Run 1, cell classes on the final placement:
Bar = 20 um.
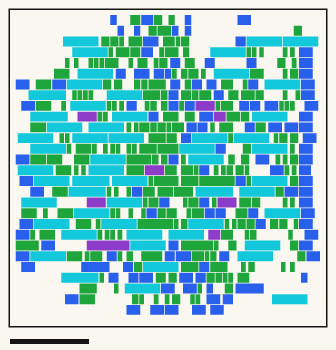
Run 1, selected gate families:
Bar = 20 um.
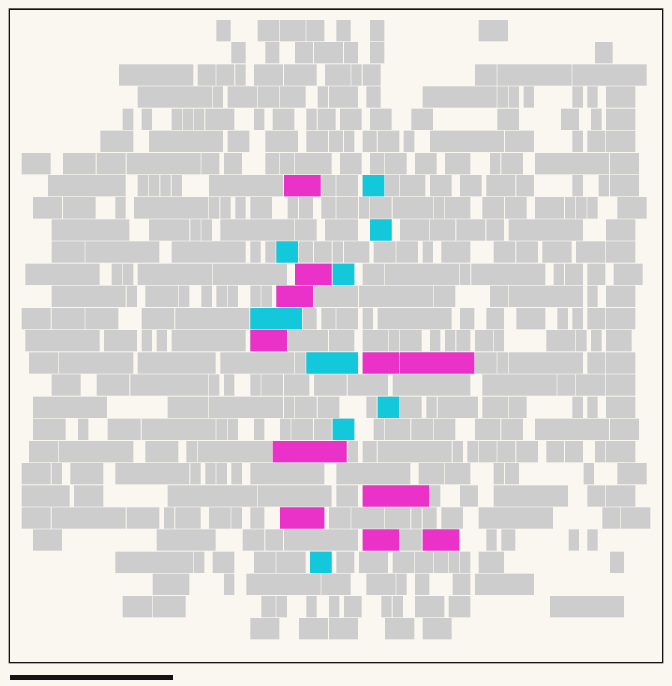
Run 1, routing congestion map:
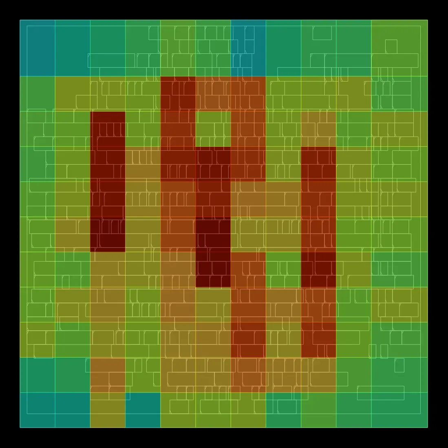
===== src/rtl/dkong3_obj_dma.sv =====
// dkong3_obj_dma: copies sprite attributes from CPU work RAM into the hidden object RAM bank
// Ports: I_CLK_12M/RST_4L clock and async active-low reset; I_CPU_DB/I_BASE_WRn/I_BASE_HI load the
// source base register; I_STARTn falling edge triggers a copy; I_2PSL is the displayed bank;
// I_BUSAKn/O_BUSRQn CPU bus handshake; O_SRC_A/O_SRC_RDn/I_SRC_D source RAM read port;
// O_OBJ_DMA_A/D/CE object RAM port A writes; O_BUSY transfer in progress; O_DONE end-of-copy pulse.
module dkong3_obj_dma #(
  parameter int          XFER_LEN = 384,
  parameter logic [15:0] SRC_RST  = 16'h6900,
  parameter logic [8:0]  DST_BASE = 9'h000
) (
  input  logic        I_CLK_12M,
  input  logic        RST_4L,
  input  logic [7:0]  I_CPU_DB,
  input  logic        I_BASE_WRn,
  input  logic        I_BASE_HI,
  input  logic        I_STARTn,
  input  logic        I_2PSL,
  input  logic        I_BUSAKn,
  input  logic [7:0]  I_SRC_D,
  output logic        O_BUSRQn,
  output logic [15:0] O_SRC_A,
  output logic        O_SRC_RDn,
  output logic [9:0]  O_OBJ_DMA_A,
  output logic [7:0]  O_OBJ_DMA_D,
  output logic        O_OBJ_DMA_CE,
  output logic        O_BUSY,
  output logic        O_DONE
);
  localparam logic [2:0] IDLE  = 3'd0;
  localparam logic [2:0] REQ   = 3'd1;
  localparam logic [2:0] READ  = 3'd2;
  localparam logic [2:0] WRITE = 3'd3;
  localparam logic [2:0] DONE  = 3'd4;
  localparam logic [8:0] LAST  = 9'(XFER_LEN - 1);
  logic [2:0]  state_q, state_d;
  logic [8:0]  idx_q, idx_d;
  logic [15:0] base_q, base_d, src_q, src_d;
  logic [7:0]  data_q, data_d;
  logic        bank_q, bank_d, start_q, go;
  // start_q holds the previous I_STARTn so a 1->0 step is seen exactly once
  assign go = state_q == IDLE && start_q && !I_STARTn;
  always_comb begin
    state_d = go                ? REQ :
              state_q == REQ    ? (I_BUSAKn ? REQ : READ) :
              state_q == READ   ? WRITE :
              state_q == WRITE  ? (idx_q == LAST ? DONE : I_BUSAKn ? REQ : READ) :
              IDLE;
    idx_d   = go ? 9'd0 : state_q == WRITE ? idx_q + 9'd1 : idx_q;
    base_d  = (I_BASE_WRn || O_BUSY) ? base_q :
              I_BASE_HI ? {I_CPU_DB, base_q[7:0]} : {base_q[15:8], I_CPU_DB};
    src_d   = go ? base_q : src_q;
    bank_d  = go ? ~I_2PSL : bank_q;
    data_d  = state_q == READ ? I_SRC_D : data_q;
  end
  always_ff @(posedge I_CLK_12M or negedge RST_4L)
    if (!RST_4L) begin
      state_q <= IDLE;
      idx_q   <= 9'd0;
      base_q  <= SRC_RST;
      src_q   <= 16'd0;
      data_q  <= 8'd0;
      bank_q  <= 1'b0;
      start_q <= 1'b1;
    end else begin
      state_q <= state_d;
      idx_q   <= idx_d;
      base_q  <= base_d;
      src_q   <= src_d;
      data_q  <= data_d;
      bank_q  <= bank_d;
      start_q <= I_STARTn;
    end
  // outputs decode the registered state so the async reset clears them at once
  assign O_BUSY       = state_q != IDLE;
  assign O_DONE       = state_q == DONE;
  assign O_BUSRQn     = !(state_q == REQ || state_q == READ || state_q == WRITE);
  assign O_SRC_RDn    = state_q != READ;
  assign O_SRC_A      = state_q == READ ? src_q + {7'd0, idx_q} : 16'd0;
  assign O_OBJ_DMA_CE = state_q == WRITE;
  // 9-bit offset sum wraps inside the latched bank
  assign O_OBJ_DMA_A  = O_OBJ_DMA_CE ? {bank_q, DST_BASE + idx_q} : 10'd0;
  assign O_OBJ_DMA_D  = O_OBJ_DMA_CE ? data_q : 8'd0;
endmodule

===== config.mk =====
export PLATFORM = sky130hd
export DESIGN_NAME = dkong3_obj_dma
export DESIGN_NICKNAME = d
export VERILOG_FILES = /design/src/rtl/dkong3_obj_dma.sv
export SDC_FILE = /design/constraint.sdc
export NUM_CORES = 1
export LEC_CHECK = 0
export ABC_AREA = 0
export ABC_CLOCK_PERIOD_IN_PS = 2140
export CAP_MARGIN = 30
export CORE_UTILIZATION = 48
export CTS_BUF_LIST = sky130_fd_sc_hd__clkbuf_8
export DETAILED_ROUTE_END_ITERATION = 7
export PLACE_DENSITY = 0.79
export SKIP_LAST_GASP = 1
export SLEW_MARGIN = 0
export SYNTH_ARGS = -nofsm -noshare
export SYNTH_HDL_FRONTEND = slang
export SYNTH_SLANG_ARGS = --single-unit
export TNS_END_PERCENT = 10

===== constraint.sdc =====
create_clock -name I_CLK_12M -period 2.14 [get_ports I_CLK_12M]
set_input_delay 0.428 -clock I_CLK_12M [delete_from_list [all_inputs] [get_ports I_CLK_12M]]
set_output_delay 0.428 -clock I_CLK_12M [all_outputs]
set_load 0.005 [all_outputs]

==> impl_metrics.json, run 1 <==
{
  "synth_area_mm2": 0.00292,
  "worst-endpoint-required_ns": 1.71,
  "hold_slack_ns": 0.0453,
  "ys_area_mm2": 0.00292,
  "antenna_found_initial": 0,
  "fin_ws_ns": -0.608,
  "grt_max_degree": 37,
  "dp_hpwl_mm": 5.22,
  "adder_share_pct": 4.96,
  "path_delay_family": "buffers and inverters",
  "yosysTopAreaCell": "dfrtp_1",
  "postRouteAntennaNets": 0,
  "synthMuxAreaShare_pct": 7.87,
  "violations": "negative setup slack",
  "area_leaders": "dfrtp_1 42%, nand2_1 11%, mux2_2 6.2%, dfstp_2 4.5%, ha_1 4.3%",
  "die_y_um": 80.1,
  "max_freq_mhz": 364,
  "top_cell_area_share_pct": 41.9,
  "critPathArrivalTime_ns": 2.32,
  "synth.avg_cell_area_um2": 9.43,
  "grt_first_pass_wirelength_mm": 12.1,
  "edf_count": 0,
  "fp_util_pct": 49.7,
  "status": "complete, but fails checks",
  "area_growth_pct": 40.4,
  "io_buffers": 61,
  "cts_tree": "yes",
  "grtUsageMet2_pct": 43.6,
  "setup_viol": 37,
  "cp_max_fo": 3,
  "period_used_pct": 128,
  "htree_num_levels": 2,
  "io_pins": 62,
  "crit_path_top_delay_cell": "dfrtp_1",
  "crit_path_max_incr_delay_ns": 0.41,
  "viasPerCell": 5.31,
  "synth_xor_xnor_area_share_pct": 3.00,
  "ys.flop_type": "dfrtp_1",
  "layout.cells.most_common": "nand2_1",
  "fin_skew_ns": 0.00280,
  "drv_slew": 0,
  "p_leak_nw": 2.02,
  "warnings": 29,
  "fin_tns_setup_ns": -13.55,
  "worstSetupEndpointType": "output pin",
  "place_congestion": 0.872,
  "clk_pin_slew_ns": 0.10,
  "n_antenna_cell": 0,
  "slew_headroom_pct": 69.9,
  "critPathBufInv": 3
}
-- 'cell classes on the final placement' (at the start) --
cyan -> flops  # cells 54, share of their area 34%
green -> combinational and other logic  # cells 244, share of their area 39%
purple -> clock drivers and dummy loads  # cells 8, share of their area 2.9%
blue -> other buffers and delay cells  # cells 110, share of their area 24%

-- 'selected gate families' (at the start) --
magenta -> adder and majority cells  # cells 11, most used ha_1
cyan -> AND-OR and OR-AND gates  # cells 9, most used a21o_1, where middle

-- 'routing congestion map' (at the start) --
post-layout utilization of the core: 69.7%
GR Layer Usage met3: 5.80%
DR WL/cell: 14.6 um

run 1: area by class of cell:
| type | count | area [um^2] |
|---|---|---|
| fill | 439 | 1780 |
| multi-input combinational | 238 | 1550 |
| tap | 75 | 93.8 |
| sequential | 54 | 1360 |
| inverter | 6 | 22.5 |
| timing repair buffer | 110 | 966 |
| clock inverter | 3 | 47.5 |
| clock buffer | 5 | 68.8 |
run 1: worst register-to-register path, delay by kind of cell, from the launching register on:
kind	cells	cell delay, ns
AND/OR/NAND/NOR	2	0.95
flip-flops	1	0.41
multiplexers	1	0.39
buffers and inverters	1	0.15
run 1: state kept, by name, summed over array words and instances, names as in the netlist:
name and cells:
base_q 16, start_q 1, idx_q 9, bank_q 1, src_q 16, data_q 8, state_q 3
run 1: cells in the mapped netlist (all sizes together) (5+ instances only):
library cell	n
a21oi	10
clkbuf	5
dfstp	5
inv	6
nor3	7
mux2i	5
mux2	16
o21ai	7
nand2b	5
nand2	87
xor2	8
ha	10
dfrtp	49
buf	7
nor2	18
and2	20
run 1: worst paths after layout:
| check | startpoint | cells after the start | endpoint | slack (ns) |
|---|---|---|---|---|
| setup / recovery | src_q[0] | 9 | O_SRC_A[7] | -0.61 |
| hold / removal | RST_4L | 1 | data_q[7] | 0.05 |
| setup reg to reg | state_q[2] | 4 | base_q[0] | 0.14 |
| hold reg to reg | data_q[4] | 2 | data_q[4] | 0.48 |
| max in group asynchronous | RST_4L | 2 | base_q[11] | 1.49 |
| min in group I_CLK_12M | data_q[4] | 2 | data_q[4] | 0.48 |
run 1: metrics by stage:
step,std cells,cell area (um^2),total power [mW],setup slack (ns)
finish,491,4100,5.21,-0.608
global route,491,4100,5.60,-0.694
CTS,489,4080,5.15,-0.623
detailed placement,472,3880,4.40,-0.610
global placement,472,3880,4.28,-0.538
floorplan,310,2960,3.09,-0.0139
run 1: power by group:
part | leakage, nW | switching, mW | internal, mW
logic | 1.29 | 1.25 | 1.47
clock network | 0.0587 | 0.362 | 0.355
registers | 0.670 | 0.282 | 1.49
run 1: layer usage:
layer  part of all wire [%]  vias up
met2                     51       83
met5                      0        -
met4                    2.3        0
met1                     41     1256
met3                    5.8       17
li1                       -     1249
run 1: cells by family (layout without fill, tap and decap cells):
family | after synthesis | in the layout
AOI/OAI and AO/OA | 34 | 34
buffers and inverters | 18 | 124
xor gates and xnor gates | 10 | 10
adders and majority gates | 11 | 11
DFF | 54 | 54
muxes | 21 | 21
and+or+nand+nor | 162 | 162
run 1: repair_timing:
| item | 4_1_cts | 5_1_grt |
|---|---|---|
| cloned | 0 | 0 |
| resized | 39 | 9 |
| pin swaps | 13 | 11 |
| setup buffers | 9 | 2 |
| endpoints found under the setup margin | 37 | 39 |
| hold buffers | 0 | 0 |
==> run 2, diff against run 1 <==
Settings changed: CAP_MARGIN 30 to 25.
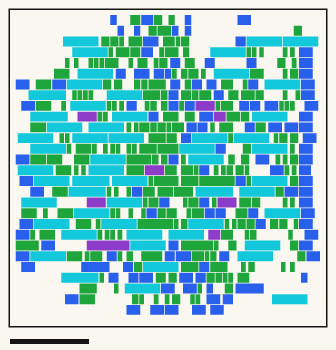
Run 2: cell classes on the final placement
Bar = 20 um.
blue -> other buffers and delay cells  # cells 110, share of their area 24%
cyan -> flops  # cells 54, share of their area 34%
green -> combinational and other logic  # cells 244, share of their area 39%
purple -> clock drivers and dummy loads  # cells 8, share of their area 2.9%

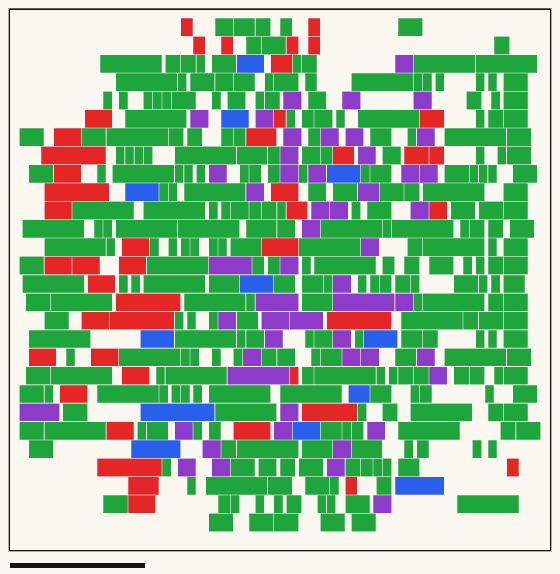
Run 2: cells by drive strength
Bar = 20 um.
blue -> _6 and larger  # cells 12, share 2.9%
purple -> _3 and _4 cells  # cells 52, share 13%
green -> _0 and _1 cells  # cells 307, share 74%
red -> _2 cells  # cells 45, share 11%

==> run 2 against run 1 <==
Worst hold slack stayed put. First-iteration DRC count stayed put. Clock skew stayed put. Synthesized cell count stayed put. The flow still finishes with violations (negative setup slack). Area after synthesis stayed put. Sequential power hardly changed. Wire length stayed put. Flip-flop count stayed put. Critical path depth stayed put. Via count stayed put. Largest cell class unchanged.
==> impl_metrics.json, run 2 <==
{
  "synth.avg_cell_area_um2": 9.43,
  "period_used_pct": 128,
  "yosysTopAreaCell": "dfrtp_1",
  "layout.cells.most_common": "nand2_1",
  "antenna_found_initial": 0,
  "setup_viol": 37,
  "area_growth_pct": 40.4,
  "seq_area_mm2": 0.00136,
  "fin_ws_ns": -0.608,
  "htree_num_levels": 2,
  "met3_usage_pct": 5.80,
  "wl_per_cell_um": 14.6,
  "path_delay_family": "buffers and inverters",
  "nFillCells": 439,
  "grt_first_pass_wirelength_mm": 12.1,
  "viasPerCell": 5.31,
  "slew_headroom_pct": 69.9,
  "violations": "negative setup slack",
  "max_freq_mhz": 364,
  "clockPowerShare_pct": 13.8,
  "status": "complete, but fails checks",
  "drv_slew": 0
}
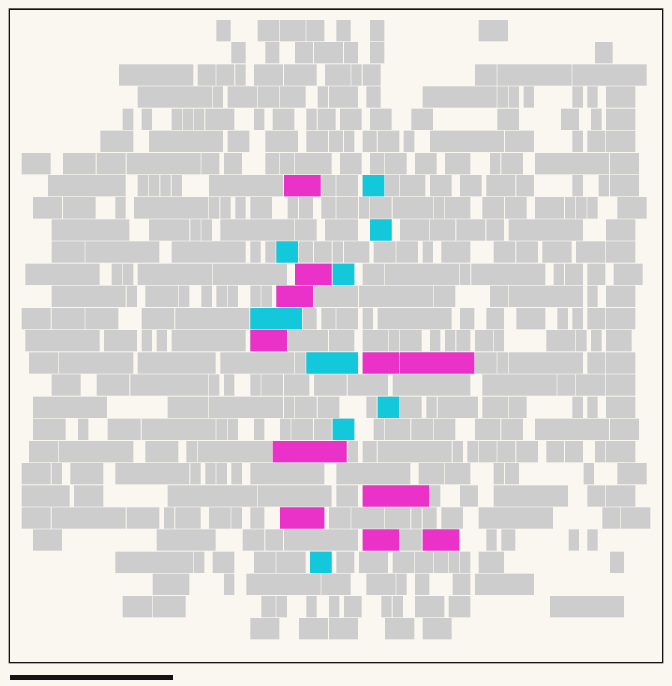
Run 2: selected gate families
Bar = 20 um.
cyan -> AND-OR and OR-AND gates  # cells 9, most used a21o_1, where middle
magenta -> adder and majority cells  # cells 11, most used ha_1

## run 2: worst register-to-register path, cell delays in order (launching register included)
cell and delay, ns:
dfrtp_1 0.41, buf_4 0.15, or3_1 0.54, nor3_4 0.41, mux2_2 0.39
## run 2: metal layers
metal | vias to the layer above | wire, um
li1 | 1249 | -
met1 | 1256 | 2930
met2 | 83 | 3670
met3 | 17 | 414
met4 | 0 | 165
met5 | - | 0
## run 2: kinds of logic (layout without fill, tap and decap cells)
| logic type | after synthesis | in the layout | synth area share [%] |
|---|---|---|---|
| AND/OR/NAND/NOR | 162 | 162 | 26.6 |
| flip-flops | 54 | 54 | 46.4 |
| AND-OR/OR-AND | 34 | 34 | 7.49 |
| multiplexers | 21 | 21 | 7.87 |
| buffers and inverters | 18 | 124 | 3.68 |
| adder cells (fa/ha/maj) | 11 | 11 | 4.96 |
| XOR/XNOR | 10 | 10 | 3.00 |
## run 2: worst paths after layout
path | from | to | cells past startpoint
worst max-delay path | src_q[0] | O_SRC_A[7] | 9
worst min-delay path | RST_4L | data_q[7] | 1
worst max register to register | state_q[2] | base_q[0] | 4
worst min register to register | data_q[4] | data_q[4] | 2
max in group asynchronous | RST_4L | base_q[11] | 2
min in group I_CLK_12M | data_q[4] | data_q[4] | 2
## run 2: stage by stage
stage          instances  cell area [um^2]  total power, mW  worst slack, ns  util, %
2_1_floorplan        310              2960             3.09          -0.0139        -
6_report             491              4100             5.21           -0.608     69.7
3_3_place_gp         472              3880             4.28           -0.538     66.0
3_5_place_dp         472              3880             4.40           -0.610     66.0
5_1_grt              491              4100             5.60           -0.694     69.7
4_1_cts              489              4080             5.15           -0.623     69.4
## run 2: final cells by class
type                    instances  area share (%)
multi-input cells             238            37.7
flip-flops and latches         54            33.1
clock buffers                   5            1.68
repair buffers                110            23.5
clock inverters                 3            1.16
well taps                      75            2.29
inverters                       6           0.549
## run 2: power groups by stage
stage	clock network (mW)	logic [mW]	registers, mW
3_3_place_gp	0	2.53	1.75
3_5_place_dp	0	2.62	1.78
5_1_grt	0.767	3.01	1.82
4_1_cts	0.725	2.66	1.76
6_report	0.717	2.73	1.77
2_1_floorplan	0	1.36	1.73
## run 2: what timing repair did
item | CTS | global route
pin swaps | 13 | 11
resized | 39 | 9
setup endpoints to repair | 37 | 39
buffers inserted | 9 | 2
Run 2, routing congestion map:
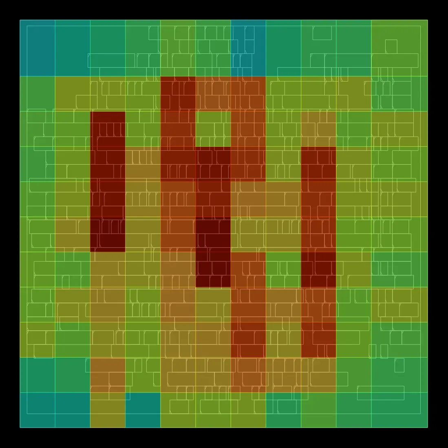

==> run 3, diff against run 2 <==
Settings changed: RECOVER_POWER set to 50.
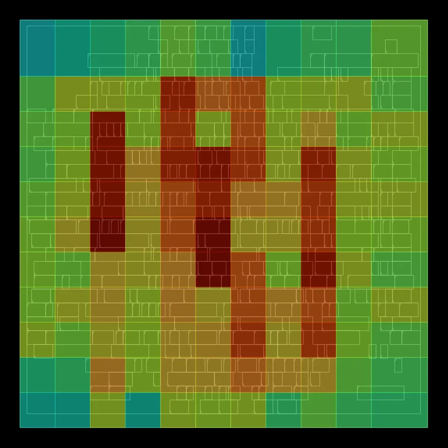
Run 3: routing congestion map
post-layout utilization of the core: 69.5%
Most Crowded Layer GR: met2
GR Layer Usage met1: 29.0%
DR WL/cell: 14.6 um

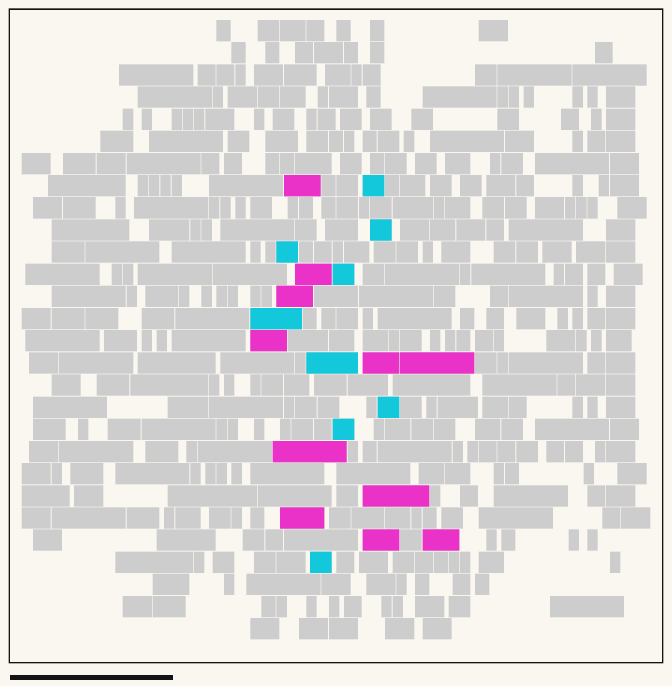
Run 3: selected gate families
Bar = 20 um.
magenta -> adder and majority cells  # cells 11, most used ha_1
cyan -> AND-OR and OR-AND gates  # cells 9, most used a21o_1, where middle

==> run 3 against run 2 <==
The flow still finishes with violations (negative setup slack). Utilization down 0.28 points. Power about the same. Final cell count unchanged. Critical path depth unchanged. Via count unchanged. Clock-buffer cell count unchanged. Clock skew about the same. Maximum frequency unchanged. Flip-flop count unchanged. Synthesized cell count unchanged. Sequential power about the same. Clock power about the same.
==> impl_metrics.json, run 3 <==
{
  "period_used_pct": 128,
  "fin_skew_ns": 0.00280,
  "antenna_found_initial": 0,
  "drv_slew": 0,
  "ys.flop_type": "dfrtp_1",
  "dp_hpwl_mm": 5.22,
  "place_congestion": 0.872,
  "htree_num_levels": 2,
  "top_regs": "base_q x16, src_q x16, idx_q x9",
  "postRouteAntennaNets": 0,
  "violations": "negative setup slack",
  "io_pins": 62,
  "most_common_cell": "nand2_1",
  "edf_count": 0,
  "top_cell_area_share_pct": 41.9,
  "status": "complete, but fails checks",
  "setup_viol": 37,
  "grt_first_pass_wirelength_mm": 12.1,
  "fin_ws_ns": -0.608,
  "dp.cells": 472,
  "power_mw": 5.21,
  "cts_tree": "yes"
}
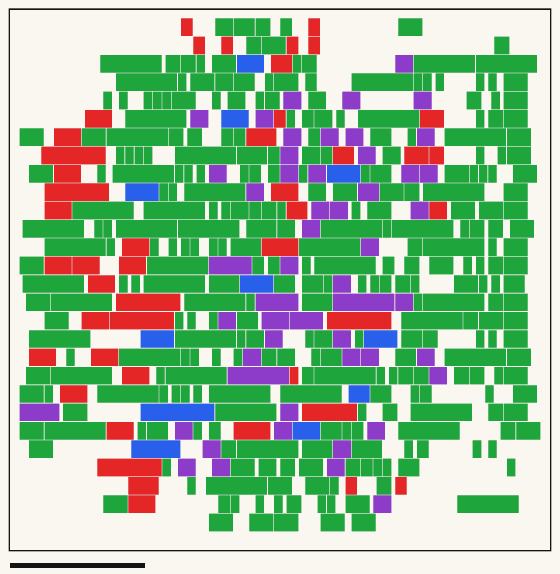
Run 3: cells by drive strength
Bar = 20 um.
red -> _2 cells  # cells 45, share 11%
blue -> _6 and larger  # cells 11, share 2.6%
purple -> _3 and _4 cells  # cells 52, share 13%
green -> _0 and _1 cells  # cells 308, share 74%

run 3: path summary, 6_finish.rpt:
kind	endpoint	slack (ns)	depth (start not counted)
worst max register to register	base_q[0]	0.14	4
min in group I_CLK_12M	data_q[4]	0.48	2
worst min register to register	data_q[4]	0.48	2
max in group asynchronous	src_q[13]	0.50	2
worst max-delay path	O_SRC_A[7]	-0.61	9
worst min-delay path	data_q[7]	0.25	1
run 3: power groups by stage:
stage          combinational [mW]  sequential [mW]  clock, mW
2_1_floorplan                1.36             1.73          0
3_3_place_gp                 2.53             1.75          0
3_5_place_dp                 2.62             1.78          0
4_1_cts                      2.66             1.76      0.725
5_1_grt                      3.01             1.82      0.767
6_report                     2.72             1.77      0.717
run 3: kinds of logic (layout without fill, tap and decap cells):
family,count (synthesis),in the layout,share of synthesized area (%)
AND/OR/NAND/NOR,162,162,26.6
flip-flops,54,54,46.4
AND-OR/OR-AND,34,34,7.49
multiplexers,21,21,7.87
buffers and inverters,18,124,3.68
adder cells (fa/ha/maj),11,11,4.96
XOR/XNOR,10,10,3.00
run 3: metrics by stage:
stage	hold WS, ns	utilization, %
finish	0.249	69.5
floorplan	0.132	-
global placement	0.400	66.0
CTS	0.0603	69.4
detailed placement	0.405	66.0
global route	0.327	69.5
run 3: area by class of cell:
cell class | count | area [um^2]
fillers | 438 | 1800
multi-input cells | 238 | 1550
flip-flops and latches | 54 | 1360
repair buffers | 110 | 950
well taps | 75 | 93.8
clock buffers | 5 | 68.8
clock inverters | 3 | 47.5
inverters | 6 | 22.5
run 3: critical path, cell delays in order (launching register included):
cell           delay, ns
dfrtp_1             0.41
ha_2                0.21
buf_6               0.11
a21o_1              0.18
and4_4              0.16
o211ai_1            0.27
buf_4               0.17
nand3_1             0.07
nor3b_2             0.16
dlygate4sd2_1       0.26
run 3: timing repair:
action / in CTS / in global routing
buffers inserted: 9 / 2
hold buffers: 0 / 0
endpoints found under the setup margin: 37 / 39
pin swaps: 13 / 11
gates resized: 39 / 9
run 3: metal layers:
| layer | share of wire (%) | vias up | wire (um) | GRT usage (%) |
|---|---|---|---|---|
| li1 | - | 1249 | - | - |
| met1 | 41 | 1256 | 2930 | 29.0 |
| met2 | 51 | 83 | 3670 | 43.6 |
| met3 | 5.8 | 17 | 413 | 5.80 |
| met4 | 2.3 | 0 | 165 | 8.75 |
| met5 | 0 | - | 0 | 0 |
Power figures rest on the tool's default switching activity, not on a simulated workload.
